Figure 1. Gate-type map.
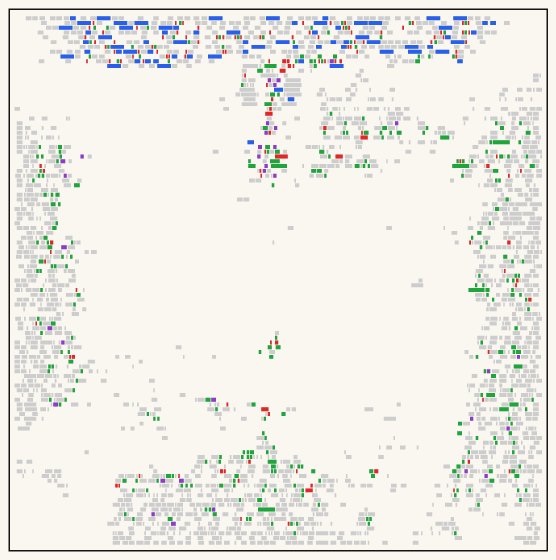
Figure 2. Local utilization.
The bar under the picture is 100 um long. 31 x 31 tiles, from white (low) to dark blue (high), 0 to 100% covered.
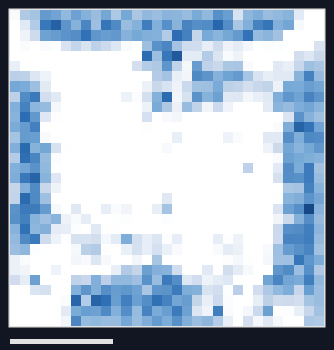
$ cat src/rtl/gr_heep_obi_demux.sv
// 1-to-NSLAVE OBI demultiplexer with in-order outstanding tracking and an
// internal decode-error responder for unmapped addresses.
module gr_heep_obi_demux #(
   parameter int unsigned NSLAVE          = 6,
   parameter int unsigned ADDR_WIDTH      = 32,
   parameter int unsigned DATA_WIDTH      = 32,
   parameter int unsigned MAX_OUTSTANDING = 4,
   parameter bit          ERR_RESP_EN     = 1'b1,
   localparam int unsigned IDX_W          = (NSLAVE > 1) ? $clog2(NSLAVE) : 1,
   localparam int unsigned CNT_W          = $clog2(MAX_OUTSTANDING + 1),
   localparam int unsigned BE_W           = DATA_WIDTH / 8
) (
   input  logic                                clk_i,
   input  logic                                rst_ni,
   input  logic [NSLAVE-1:0][ADDR_WIDTH-1:0]   addr_start_i,
   input  logic [NSLAVE-1:0][ADDR_WIDTH-1:0]   addr_end_i,
   input  logic [IDX_W-1:0]                    default_idx_i,
   input  logic                                m_req_i,
   input  logic                                m_we_i,
   input  logic [ADDR_WIDTH-1:0]               m_addr_i,
   input  logic [BE_W-1:0]                     m_be_i,
   input  logic [DATA_WIDTH-1:0]               m_wdata_i,
   output logic                                m_gnt_o,
   output logic                                m_rvalid_o,
   output logic                                m_err_o,
   output logic [DATA_WIDTH-1:0]               m_rdata_o,
   output logic [NSLAVE-1:0]                   s_req_o,
   output logic [ADDR_WIDTH-1:0]               s_addr_o,
   output logic                                s_we_o,
   output logic [BE_W-1:0]                     s_be_o,
   output logic [DATA_WIDTH-1:0]               s_wdata_o,
   input  logic [NSLAVE-1:0]                   s_gnt_i,
   input  logic [NSLAVE-1:0]                   s_rvalid_i,
   input  logic [NSLAVE-1:0]                   s_err_i,
   input  logic [NSLAVE-1:0][DATA_WIDTH-1:0]   s_rdata_i,
   output logic [CNT_W-1:0]                    outstanding_o,
   output logic                                spurious_o
);

   localparam int unsigned TGT_W = $clog2(NSLAVE + 1);
   localparam logic [TGT_W-1:0] ERR_TGT = TGT_W'(NSLAVE);
   localparam logic [CNT_W-1:0] CNT_MAX = CNT_W'(MAX_OUTSTANDING);
   localparam logic [CNT_W-1:0] CNT_ONE = CNT_W'(1);

   // Lowest matching rule wins; an out-of-range fallback index is sent to the
   // error responder rather than to a non-existent port.
   function automatic logic [TGT_W-1:0] decode_target(
      input logic [ADDR_WIDTH-1:0]             addr,
      input logic [NSLAVE-1:0][ADDR_WIDTH-1:0] starts,
      input logic [NSLAVE-1:0][ADDR_WIDTH-1:0] ends,
      input logic [IDX_W-1:0]                  dflt
   );
      logic [TGT_W-1:0] tgt;
      if (ERR_RESP_EN || (TGT_W'(dflt) >= ERR_TGT)) begin
         tgt = ERR_TGT;
      end else begin
         tgt = TGT_W'(dflt);
      end
      for (int k = NSLAVE - 1; k >= 0; k--) begin
         if ((addr >= starts[k]) && (addr < ends[k])) begin
            tgt = TGT_W'(k);
         end
      end
      return tgt;
   endfunction

   logic [CNT_W-1:0]      cnt_r;
   logic [CNT_W-1:0]      cnt_nxt_s;
   logic [TGT_W-1:0]      tgt_r;
   logic [TGT_W-1:0]      tgt_nxt_s;
   logic                  err_pend_r;
   logic                  err_pend_nxt_s;
   logic [TGT_W-1:0]      tgt_dec_s;
   logic [IDX_W-1:0]      dec_idx_s;
   logic [IDX_W-1:0]      tgt_idx_s;
   logic                  dec_is_err_s;
   logic                  tgt_is_err_s;
   logic                  cnt_nz_s;
   logic                  accept_s;
   logic                  hs_s;
   logic                  gnt_s;
   logic [NSLAVE-1:0]     s_req_s;
   logic                  rvalid_s;
   logic                  err_s;
   logic [DATA_WIDTH-1:0] rdata_s;
   logic                  spur_s;

   assign tgt_dec_s    = decode_target(m_addr_i, addr_start_i, addr_end_i, default_idx_i);
   assign dec_is_err_s = (tgt_dec_s == ERR_TGT);
   assign dec_idx_s    = IDX_W'(tgt_dec_s);
   assign tgt_is_err_s = (tgt_r == ERR_TGT);
   assign tgt_idx_s    = IDX_W'(tgt_r);
   assign cnt_nz_s     = (cnt_r != '0);

   // A target change must wait for the pipe to drain, which keeps responses in order.
   assign accept_s = (cnt_r < CNT_MAX) && (!cnt_nz_s || (tgt_dec_s == tgt_r));
   assign hs_s     = m_req_i & gnt_s;

   // Request routing and grant return.
   always_comb begin
      s_req_s = '0;
      gnt_s   = 1'b0;
      if (rst_ni && accept_s) begin
         if (dec_is_err_s) begin
            gnt_s = m_req_i;
         end else begin
            s_req_s[dec_idx_s] = m_req_i;
            gnt_s              = s_gnt_i[dec_idx_s];
         end
      end else begin
         s_req_s = '0;
         gnt_s   = 1'b0;
      end
   end

   // Response selection from the current target; nothing is forwarded with no transaction open.
   always_comb begin
      rvalid_s = 1'b0;
      rdata_s  = '0;
      err_s    = 1'b0;
      if (!rst_ni) begin
         rvalid_s = 1'b0;
      end else if (tgt_is_err_s) begin
         rvalid_s = err_pend_r & cnt_nz_s;
         err_s    = 1'b1;
      end else begin
         rvalid_s = s_rvalid_i[tgt_idx_s] & cnt_nz_s;
         rdata_s  = s_rdata_i[tgt_idx_s];
         err_s    = s_err_i[tgt_idx_s];
      end
   end

   // Flag any slave response that cannot belong to an open transaction.
   always_comb begin
      spur_s = 1'b0;
      for (int k = 0; k < NSLAVE; k++) begin
         if (s_rvalid_i[k] && (tgt_is_err_s || !cnt_nz_s || (tgt_idx_s != IDX_W'(k)))) begin
            spur_s = 1'b1;
         end else begin
            spur_s = spur_s;
         end
      end
      if (!rst_ni) begin
         spur_s = 1'b0;
      end else begin
         spur_s = spur_s;
      end
   end

   // Next-state for outstanding count, target and error-pending flag.
   always_comb begin
      cnt_nxt_s      = cnt_r;
      tgt_nxt_s      = tgt_r;
      err_pend_nxt_s = hs_s & dec_is_err_s;
      case ({hs_s, rvalid_s})
         2'b10:   cnt_nxt_s = cnt_r + CNT_ONE;
         2'b01:   cnt_nxt_s = cnt_r - CNT_ONE;
         default: cnt_nxt_s = cnt_r;
      endcase
      if (hs_s) begin
         tgt_nxt_s = tgt_dec_s;
      end else begin
         tgt_nxt_s = tgt_r;
      end
   end

   // Tracking state registers.
   always_ff @(posedge clk_i or negedge rst_ni) begin
      if (!rst_ni) begin
         cnt_r      <= '0;
         tgt_r      <= '0;
         err_pend_r <= 1'b0;
      end else begin
         cnt_r      <= cnt_nxt_s;
         tgt_r      <= tgt_nxt_s;
         err_pend_r <= err_pend_nxt_s;
      end
   end

   assign m_gnt_o       = gnt_s;
   assign m_rvalid_o    = rvalid_s;
   assign m_err_o       = err_s;
   assign m_rdata_o     = rdata_s;
   assign s_req_o       = s_req_s;
   assign s_addr_o      = m_addr_i;
   assign s_we_o        = m_we_i;
   assign s_be_o        = m_be_i;
   assign s_wdata_o     = m_wdata_i;
   assign outstanding_o = cnt_r;
   assign spurious_o    = spur_s;

endmodule

$ cat config.mk
export PLATFORM = sky130hd
export DESIGN_NAME = gr_heep_obi_demux
export DESIGN_NICKNAME = d
export VERILOG_FILES = /design/src/rtl/gr_heep_obi_demux.sv
export SDC_FILE = /design/constraint.sdc
export NUM_CORES = 1
export LEC_CHECK = 0
export CORE_AREA = 2 2 304 306
export CTS_CLUSTER_SIZE = 14
export DETAILED_ROUTE_END_ITERATION = 8
export DIE_AREA = 0 0 306 308
export HOLD_SLACK_MARGIN = 0.05
export SLEW_MARGIN = 10
export SYNTH_ARGS = -nofsm -noshare
export SYNTH_HDL_FRONTEND = slang
export SYNTH_SLANG_ARGS = --single-unit
$ cat constraint.sdc
create_clock -name clk_i -period 7.7 [get_ports clk_i]
set_input_delay 1.54 -clock clk_i [delete_from_list [all_inputs] [get_ports clk_i]]
set_output_delay 1.54 -clock clk_i [all_outputs]
set_load 0.01 [all_outputs]
==> flow_summary.toml <==
# generated from flow reports
[outcome]
status = "complete, no violations"

[final_timing]
hold_slack_ns = 0.502
drv_slew = 0
slew-limit-headroom_pct = 49.5
finalWorstSetupSlack_ns = 0.380
final-setup-viol-count = 0
worst_pin_slew_ns = 0.751
fin_tns_setup_ns = 0
period_minus_slack_ns = 7.32
hold_viol = 0
skew_ns = 0.000770

[finish]
drive_gt1_share_pct = 8.20
comb_area_sq_um = 10200
syn_to_final_growth_pct = 75.5
nNonClkBuffers = 828
seq_share_pct = 0.831
final-clk-cell-share_pct = 0.364
num-clock-buffers = 4
diodes = 9

[pwr]
total_power_mw = 2.09
power_frac_comb_pct = 90.3
comb-power_mw = 1.88
power.internal_mw = 1.12
top_power_group = "combinational logic"
p_switching_mw = 0.962
power_density_nw_per_um2 = 96.2
pg_seq_mw = 0.114
swShare_pct = 46.1

[cts]
cts_root_buf = "clkbuf_16"
cts.repair.resized = 14
cts.sinks = 7
cts_setup_buffers = 0
hold_buffers = 0
clock_path_buffers = 2
cts_tree = "yes"
cts_made_buffers = 3

[synth]
simple_gate_share_pct = 13.7
synth-area-yosys_sq_um = 12400
ys.flops = 7
fp_nets = 2713
common_cells = "387 x inv_1, 379 x ha_1, 159 x a21oi_1"
ys_sh_aoi_pct = 20.1
synthMostInstantiatedCell = "inv_1"
avgSynthCellArea_sq_um = 7.43
ys_dominant_reg_cell = "dfrtp_1"
synth.cellmix.adderShare_pct = 38.5
yosys_cells = 1664
xor_area_share_pct = 0.354
ys.warnings.count = 0

[critical_path]
critPathKind = "input pin to output pin"
start_kind = "input pin"
arrival_ns = 5.78
crit_buf_inv = 5
r2r_slack_ns = 4.78
crit_path_end_kind = "output pin"
worst_ep_required_time_ns = 6.16
rr_worst_depth = 11
cpMaxStageDelayCell = "clkdlybuf4s50_1"
cp_max_fo = 6
crit_cells = 18
cpMostUsedCell = "buf_4"
max_stage_delay_ns = 0.59
critPathCapture = "m_gnt_o"
cp-startpoint = "m_addr_i[19]"
reg2reg_to = "outstanding_o[2]"

[placement]
numPortBuffers = 705
finalWeightedCongestion = 0.886
dp_hpwl_um = 67500
place_ws_ns = -0.621

[global_route]
grt_pass1_vias = 14787
grt_max_degree = 44

[routing]
drtAntennaViolNets = 0
avgRoutedWirePerCell_um = 20.6
drt_iter0_drc = 846
viasPerCell = 4.08
dr.pass1.iters = 5
drc = 0

[worst_hold_path]
min_path_cells = 1
min_to = "outstanding_o[0]"
hp-class = "flop to flop"
min_from = "outstanding_o[0]"

[job]
warnings = 29

[die]
num_tap_cells = 1186
die_x_um = 306
-- Figure 1 (at the start) --
[green] aoi and oai cells | cells: 301 | where: widely spread
[purple] and/or cells | cells: 33 | where: widely spread
[red] nor cells | cells: 132 | where: widely spread
[blue] mux cells | cells: 70 | where: a horizontal strip, top
Commonest Layout Cell: clkdlybuf4s50_1
logic share of the area: 47.1%

-- Figure 2 (at the start) --
tiles over 75% full: 1.5%
mean over tiles: 21%
nearly empty tiles: 43%
emptiest ninth of the die: centre
densest ninth of the die: north
core area: 91000 sq um
Final Util: 23.8%

-- routing by layer --
| metal | vias up | part of all wire (%) | global-route usage [%] | wire, um |
|---|---|---|---|---|
| met5 | - | 0.36 | 0 | 266 |
| met4 | 46 | 2.8 | 3.73 | 2060 |
| met3 | 144 | 9.9 | 5.62 | 7360 |
| met2 | 600 | 43 | 23.1 | 31600 |
| met1 | 6602 | 44 | 19.3 | 32900 |
| li1 | 7280 | - | - | - |
-- metrics by stage --
stage	std cells	cell area [sq um]
after CTS	3586	21600
after global placement	3582	21500
after floorplan	1664	12400
after detailed placement	3582	21500
final	3597	21700
after global routing	3591	21700
-- state kept, by name (all words and copies together) (netlist names) --
| signal | cells |
|---|---|
| outstanding_o | 3 |
| tgt_idx_s | 3 |
| err_pend_r | 1 |
